<file path="src/rtl/alu_cmd_sequencer.sv">
// Command stage for the 12-bit combinational alu: a FIFO of {a, b, op} feeds operand flops, and the results are registered.
// Latency: a command accepted at edge T into an idle unit gives res_valid after edge T+2, and back-to-back commands give one result every 2 cycles.
// Backpressure: cmd_ready drops when the FIFO is full and res_* hold while res_ready is low. Optional feature: ALU_STICKY_OVF_EN.

module alu #(
    parameter int WIDTH = 12
) (
    input  logic [WIDTH-1:0] a,
    input  logic [WIDTH-1:0] b,
    input  logic [2:0]       op_select,
    output logic [WIDTH-1:0] out,
    output logic             cout,
    output logic             sign,
    output logic             overflow
);
    // ops: 0 abs(a), 1 -a, 2 and, 3 or, 4 xor, 5 not a, 6 add, 7 sub (cout = no borrow)
    localparam logic [WIDTH-1:0] ONE   = WIDTH'(1);
    localparam logic [WIDTH:0]   ONE_X = (WIDTH + 1)'(1);
    localparam logic [WIDTH-1:0] MIN   = {1'b1, {(WIDTH - 1){1'b0}}};

    logic [WIDTH:0] sum;

    always_comb begin
        sum      = '0;
        out      = '0;
        cout     = 1'b0;
        overflow = 1'b0;
        unique case (op_select)
            3'd0: begin
                out      = a[WIDTH-1] ? (~a + ONE) : a;
                overflow = (a == MIN);
            end
            3'd1: begin
                out      = ~a + ONE;
                overflow = (a == MIN);
            end
            3'd2: out = a & b;
            3'd3: out = a | b;
            3'd4: out = a ^ b;
            3'd5: out = ~a;
            3'd6: begin
                sum      = {1'b0, a} + {1'b0, b};
                out      = sum[WIDTH-1:0];
                cout     = sum[WIDTH];
                overflow = (a[WIDTH-1] == b[WIDTH-1]) && (out[WIDTH-1] != a[WIDTH-1]);
            end
            default: begin
                sum      = {1'b0, a} + {1'b0, ~b} + ONE_X;
                out      = sum[WIDTH-1:0];
                cout     = sum[WIDTH];
                overflow = (a[WIDTH-1] != b[WIDTH-1]) && (out[WIDTH-1] != a[WIDTH-1]);
            end
        endcase
        sign = out[WIDTH-1];
    end
endmodule

module alu_cmd_sequencer #(
    parameter int WIDTH      = 12,
    parameter int DEPTH      = 4,
    parameter int DEPTH_LOG2 = 2
) (
    input  logic             clk,
    input  logic             rst,
    input  logic             cmd_valid,
    output logic             cmd_ready,
    input  logic [WIDTH-1:0] cmd_a,
    input  logic [WIDTH-1:0] cmd_b,
    input  logic [2:0]       cmd_op,
    output logic             res_valid,
    input  logic             res_ready,
    output logic [WIDTH-1:0] res_data,
    output logic             res_cout,
    output logic             res_sign,
    output logic             res_ovf,
`ifdef ALU_STICKY_OVF_EN
    output logic             sticky_ovf,
    input  logic             sticky_clr,
`endif
    output logic             busy
);
    typedef struct packed {
        logic [WIDTH-1:0] a;
        logic [WIDTH-1:0] b;
        logic [2:0]       op;
    } cmd_t;

    typedef enum logic [1:0] {IDLE, ISSUE, HOLD} state_t;

    localparam logic [DEPTH_LOG2:0] FULL = (DEPTH_LOG2 + 1)'(DEPTH);

    cmd_t                  mem [DEPTH];
    logic [DEPTH_LOG2-1:0] wr_ptr, rd_ptr;
    logic [DEPTH_LOG2:0]   count, count_next;
    logic                  ready_q;
    logic                  push, pop, load_res;
    state_t                state, state_next;

    logic [WIDTH-1:0] op_a, op_b, alu_out;
    logic [2:0]       op_sel;
    logic             alu_cout, alu_sign, alu_ovf;

    alu #(.WIDTH(WIDTH)) u_alu (
        .a         (op_a),
        .b         (op_b),
        .op_select (op_sel),
        .out       (alu_out),
        .cout      (alu_cout),
        .sign      (alu_sign),
        .overflow  (alu_ovf)
    );

    assign push      = cmd_valid && ready_q;
    assign cmd_ready = ready_q;
    assign busy      = (count != '0) || (state != IDLE);

    always_comb begin
        count_next = count;
        unique case ({push, pop})
            2'b10:   count_next = count + 1'b1;
            2'b01:   count_next = count - 1'b1;
            default: count_next = count;
        endcase
    end

    always_comb begin
        state_next = state;
        pop        = 1'b0;
        load_res   = 1'b0;
        unique case (state)
            IDLE: begin
                if (count != '0) begin
                    pop        = 1'b1;
                    state_next = ISSUE;
                end
            end
            ISSUE: begin
                load_res   = 1'b1;
                state_next = HOLD;
            end
            default: begin
                // Only the entries present before this edge count, so a same-cycle push waits for IDLE.
                if (res_ready) begin
                    if (count != '0) begin
                        pop        = 1'b1;
                        state_next = ISSUE;
                    end else begin
                        state_next = IDLE;
                    end
                end
            end
        endcase
    end

    always_ff @(posedge clk) begin
        if (push) mem[wr_ptr] <= '{a: cmd_a, b: cmd_b, op: cmd_op};
    end

    always_ff @(posedge clk or posedge rst) begin
        if (rst) begin
            wr_ptr    <= '0;
            rd_ptr    <= '0;
            count     <= '0;
            ready_q   <= 1'b0;
            state     <= IDLE;
            op_a      <= '0;
            op_b      <= '0;
            op_sel    <= '0;
            res_valid <= 1'b0;
            res_data  <= '0;
            res_cout  <= 1'b0;
            res_sign  <= 1'b0;
            res_ovf   <= 1'b0;
        end else begin
            state   <= state_next;
            count   <= count_next;
            ready_q <= (count_next != FULL);
            if (push) wr_ptr <= wr_ptr + 1'b1;
            if (pop) begin
                rd_ptr <= rd_ptr + 1'b1;
                op_a   <= mem[rd_ptr].a;
                op_b   <= mem[rd_ptr].b;
                op_sel <= mem[rd_ptr].op;
            end
            if (load_res) begin
                res_valid <= 1'b1;
                res_data  <= alu_out;
                res_cout  <= alu_cout;
                res_sign  <= alu_sign;
                res_ovf   <= alu_ovf;
            end else if (res_valid && res_ready) begin
                res_valid <= 1'b0;
            end
        end
    end

`ifdef ALU_STICKY_OVF_EN
    always_ff @(posedge clk or posedge rst) begin
        if (rst)                     sticky_ovf <= 1'b0;
        else if (load_res && alu_ovf) sticky_ovf <= 1'b1;
        else if (sticky_clr)         sticky_ovf <= 1'b0;
    end
`endif
endmodule
</file>
<file path="config.mk">
export PLATFORM = sky130hd
export DESIGN_NAME = alu_cmd_sequencer
export DESIGN_NICKNAME = d
export VERILOG_FILES = /design/src/rtl/alu_cmd_sequencer.sv
export SDC_FILE = /design/constraint.sdc
export NUM_CORES = 1
export LEC_CHECK = 0
export ABC_AREA = 1
export CORE_MARGIN = 8
export CORE_UTILIZATION = 40
export CTS_BUF_LIST = sky130_fd_sc_hd__clkbuf_16
export CTS_CLUSTER_DIAMETER = 80
export DETAILED_ROUTE_END_ITERATION = 7
export SLEW_MARGIN = 20
export SYNTH_ARGS = -nofsm -noshare
export SYNTH_HDL_FRONTEND = slang
export SYNTH_SLANG_ARGS = --single-unit
</file>
<file path="constraint.sdc">
create_clock -name clk -period 2.56 [get_ports clk]
set_input_delay 0.768 -clock clk [delete_from_list [all_inputs] [get_ports clk]]
set_output_delay 0.768 -clock clk [all_outputs]
set_load 0.01 [all_outputs]
</file>
==> flow_summary.json <==
{
  "dp_hpwl_um": 15300,
  "synthCells": 960,
  "adder_share": 0.06980,
  "yosysUniqueCellTypes": 33,
  "postRouteAntennaNets": 0,
  "sw_frac_of_total": 0.4601,
  "cp_common_cell": "nand2_1",
  "regMostFlops": "mem",
  "top_logic_kind": "simple AND/OR/NAND/NOR gates",
  "internal_power_uw": 7829,
  "fin_setup_tns_ps": 0,
  "syn_nets": 1037,
  "die_w_um": 162.4,
  "grt_pass1_wl_um": 34720,
  "wl_met1_um": 10020,
  "finalClockPeriodUsage": 0.9154,
  "n_clock_buffer": 17,
  "path_max_fanout": 2,
  "edf_count": 108,
  "die_area_um2": 26360,
  "path_buffers": 2,
  "clk_path_buf_depth": 2,
  "fin_crit_ps": 2343,
  "yosys_warnings": 0,
  "top_cells_by_area": "edfxtp_1 (38%), dfrtp_1 (15%), nand2_1 (9.1%), nor2_1 (6.8%), ha_1 (6.3%)",
  "wire_per_inst_um": 16.16,
  "drt_wl_total_um": 21270,
  "gr-max-usage-layer": "met2",
  "switchingPower_uw": 6673,
  "ys_sh_aoi": 0.1082,
  "warnings": 53,
  "worst_slack_ps": 216.6,
  "drv_cap": 0,
  "most_common_cell": "nand2_1",
  "worstMarginPinSlew_ps": 609.1,
  "preCtsSetupSlack_ps": -291.0,
  "comb_area_frac": 0.3408,
  "buf_share": 0.08407,
  "ios": 49,
  "drc_errors": 0,
  "routabilityCongestion": 0.9613,
  "largest_reg_flops": 108,
  "cts_made_buffers": 17,
  "diodes": 0,
  "setup-violations-final": 0,
  "clockRootBuffer": "clkbuf_16",
  "synth.area.mux_share": 0,
  "cts_tree": "built",
  "use_met3": 0.02250,
  "power_frac_comb": 0.536,
  "comb_cells": 663,
  "holdBufCountCts": 0,
  "critPathCaptureType": "flop",
  "critPathSlowestCell": "clkdlybuf4s50_1",
  "comb_power_uw": 7770,
  "post_cts_buffers": 0,
  "worst-setup-path-type": "in2reg",
  "clock.fmax_mhz": 426.7,
  "top_area_cell": "edfxtp_1",
  "wl_met2_um": 9977,
  "postCtsResizedCells": 1,
  "signal_buffers": 87,
  "die_y_um": 162.4,
  "top_power_group": "combinational cells",
  "power_density_nw_per_um2": 1412,
  "synth_area_per_cell_um2": 8.925,
  "status": "complete, no violations",
  "grt.total_usage": 0.1659,
  "netlist.area_leader.share": 0.3785,
  "drive_gt1_frac": 0.08742,
  "ys_area_um2": 8568,
  "regArea_um2": 4546,
  "clkCellAreaFrac": 0.06275,
  "synthSimpleGateAreaFrac": 0.2179,
  "nWellTaps": 275,
  "core_um2": 21020,
  "cts.sink_count": 160
}
[worst paths after layout]
path	from	end	slack (ps)	depth (start not counted)
max	res_ready	cmd_ready$_DFF_PP0_	220	11
min	res_data[8]$_DFFE_PP0P_	res_data[8]$_DFFE_PP0P_	480	2
max reg2reg	op_a[0]$_DFFE_PP0P_	res_data[8]$_DFFE_PP0P_	280	13
min reg2reg	res_data[8]$_DFFE_PP0P_	res_data[8]$_DFFE_PP0P_	480	2
max in group asynchronous	rst	op_b[3]$_DFFE_PP0P_	1610	3
min in group asynchronous	rst	res_data[2]$_DFFE_PP0P_	690	3
[per-stage QoR]
step,power (uW),cell area [um^2],std cells
after CTS,14530,10260,1316
after detailed placement,11770,9609,1284
final,14500,10270,1316
after global routing,15740,10270,1316
after floorplan,9169,8568,960
after global placement,11700,9609,1284
Figure 1. Floorplan with the power grid.
The bar under the picture is 50 um long. Pins as bars on the die edge. Tap cells in gray.
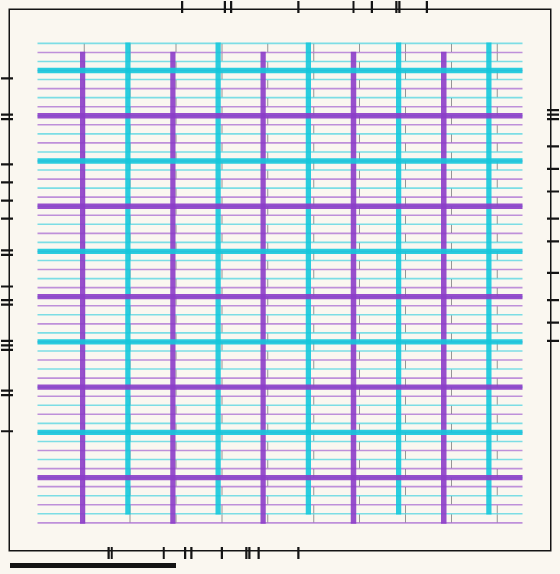
VSS -> purple
VDD -> cyan
tap cells = 275
met4 straps = 10
met5 straps = 10

Figure 2. Sequential cells colored by netlist name.
The bar under the picture is 50 um long.
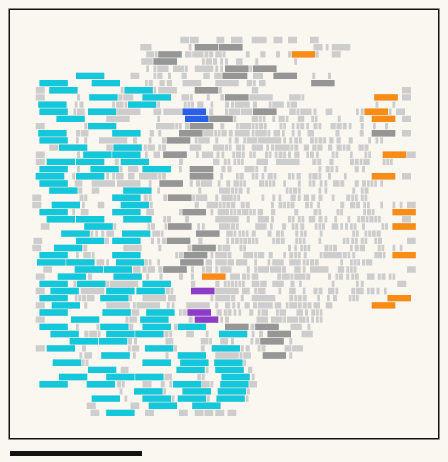
`res_data` -> orange  # sequential cells 12
`rd_ptr` -> blue  # sequential cells 2
`mem` -> cyan  # sequential cells 108
`op_sel` -> purple  # sequential cells 3
not colored = 35

Figure 3. Wires at chosen ports, followed through buffers.
The bar under the picture is 50 um long.
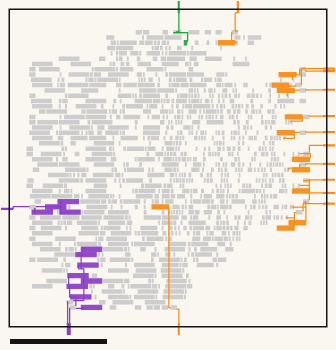
`cmd_op` -> purple  # direction input, edge 2 bottom, 1 left, end cells 12, wire 120 um
`busy` -> green  # direction output, edge top, end cells 1, wire 24.7 um
`res_data` -> orange  # direction output, edge 10 right, 1 bottom, 1 top, end cells 12, wire 308 um

Figure 4. Cell outlines without signal wires.
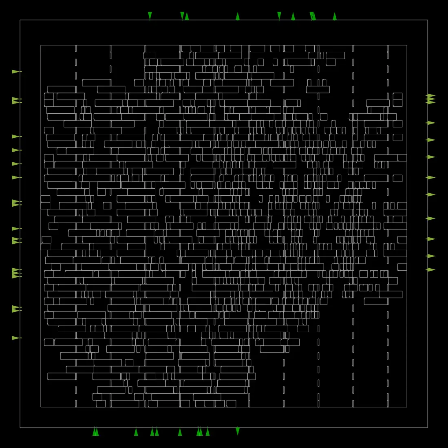
final core occ: 0.4885
flop share of the area: 0.4427
std cell rows: 53
seq_cells: 160

Figure 5. Placement density heat map.
The bar under the picture is 50 um long. The die is cut into 16 by 16 equal tiles; white is low, dark blue is high, 0 to 100% covered.
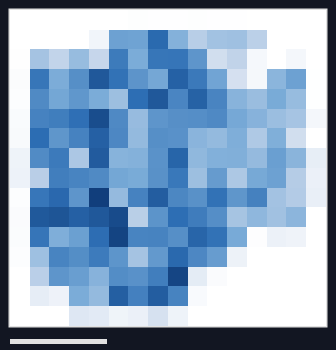
emptiest ninth of the die = bottom right
fullest tile = 94%
tiles over 75% full = 11%

No activity file was given, so power comes from the tool's default toggle rates.
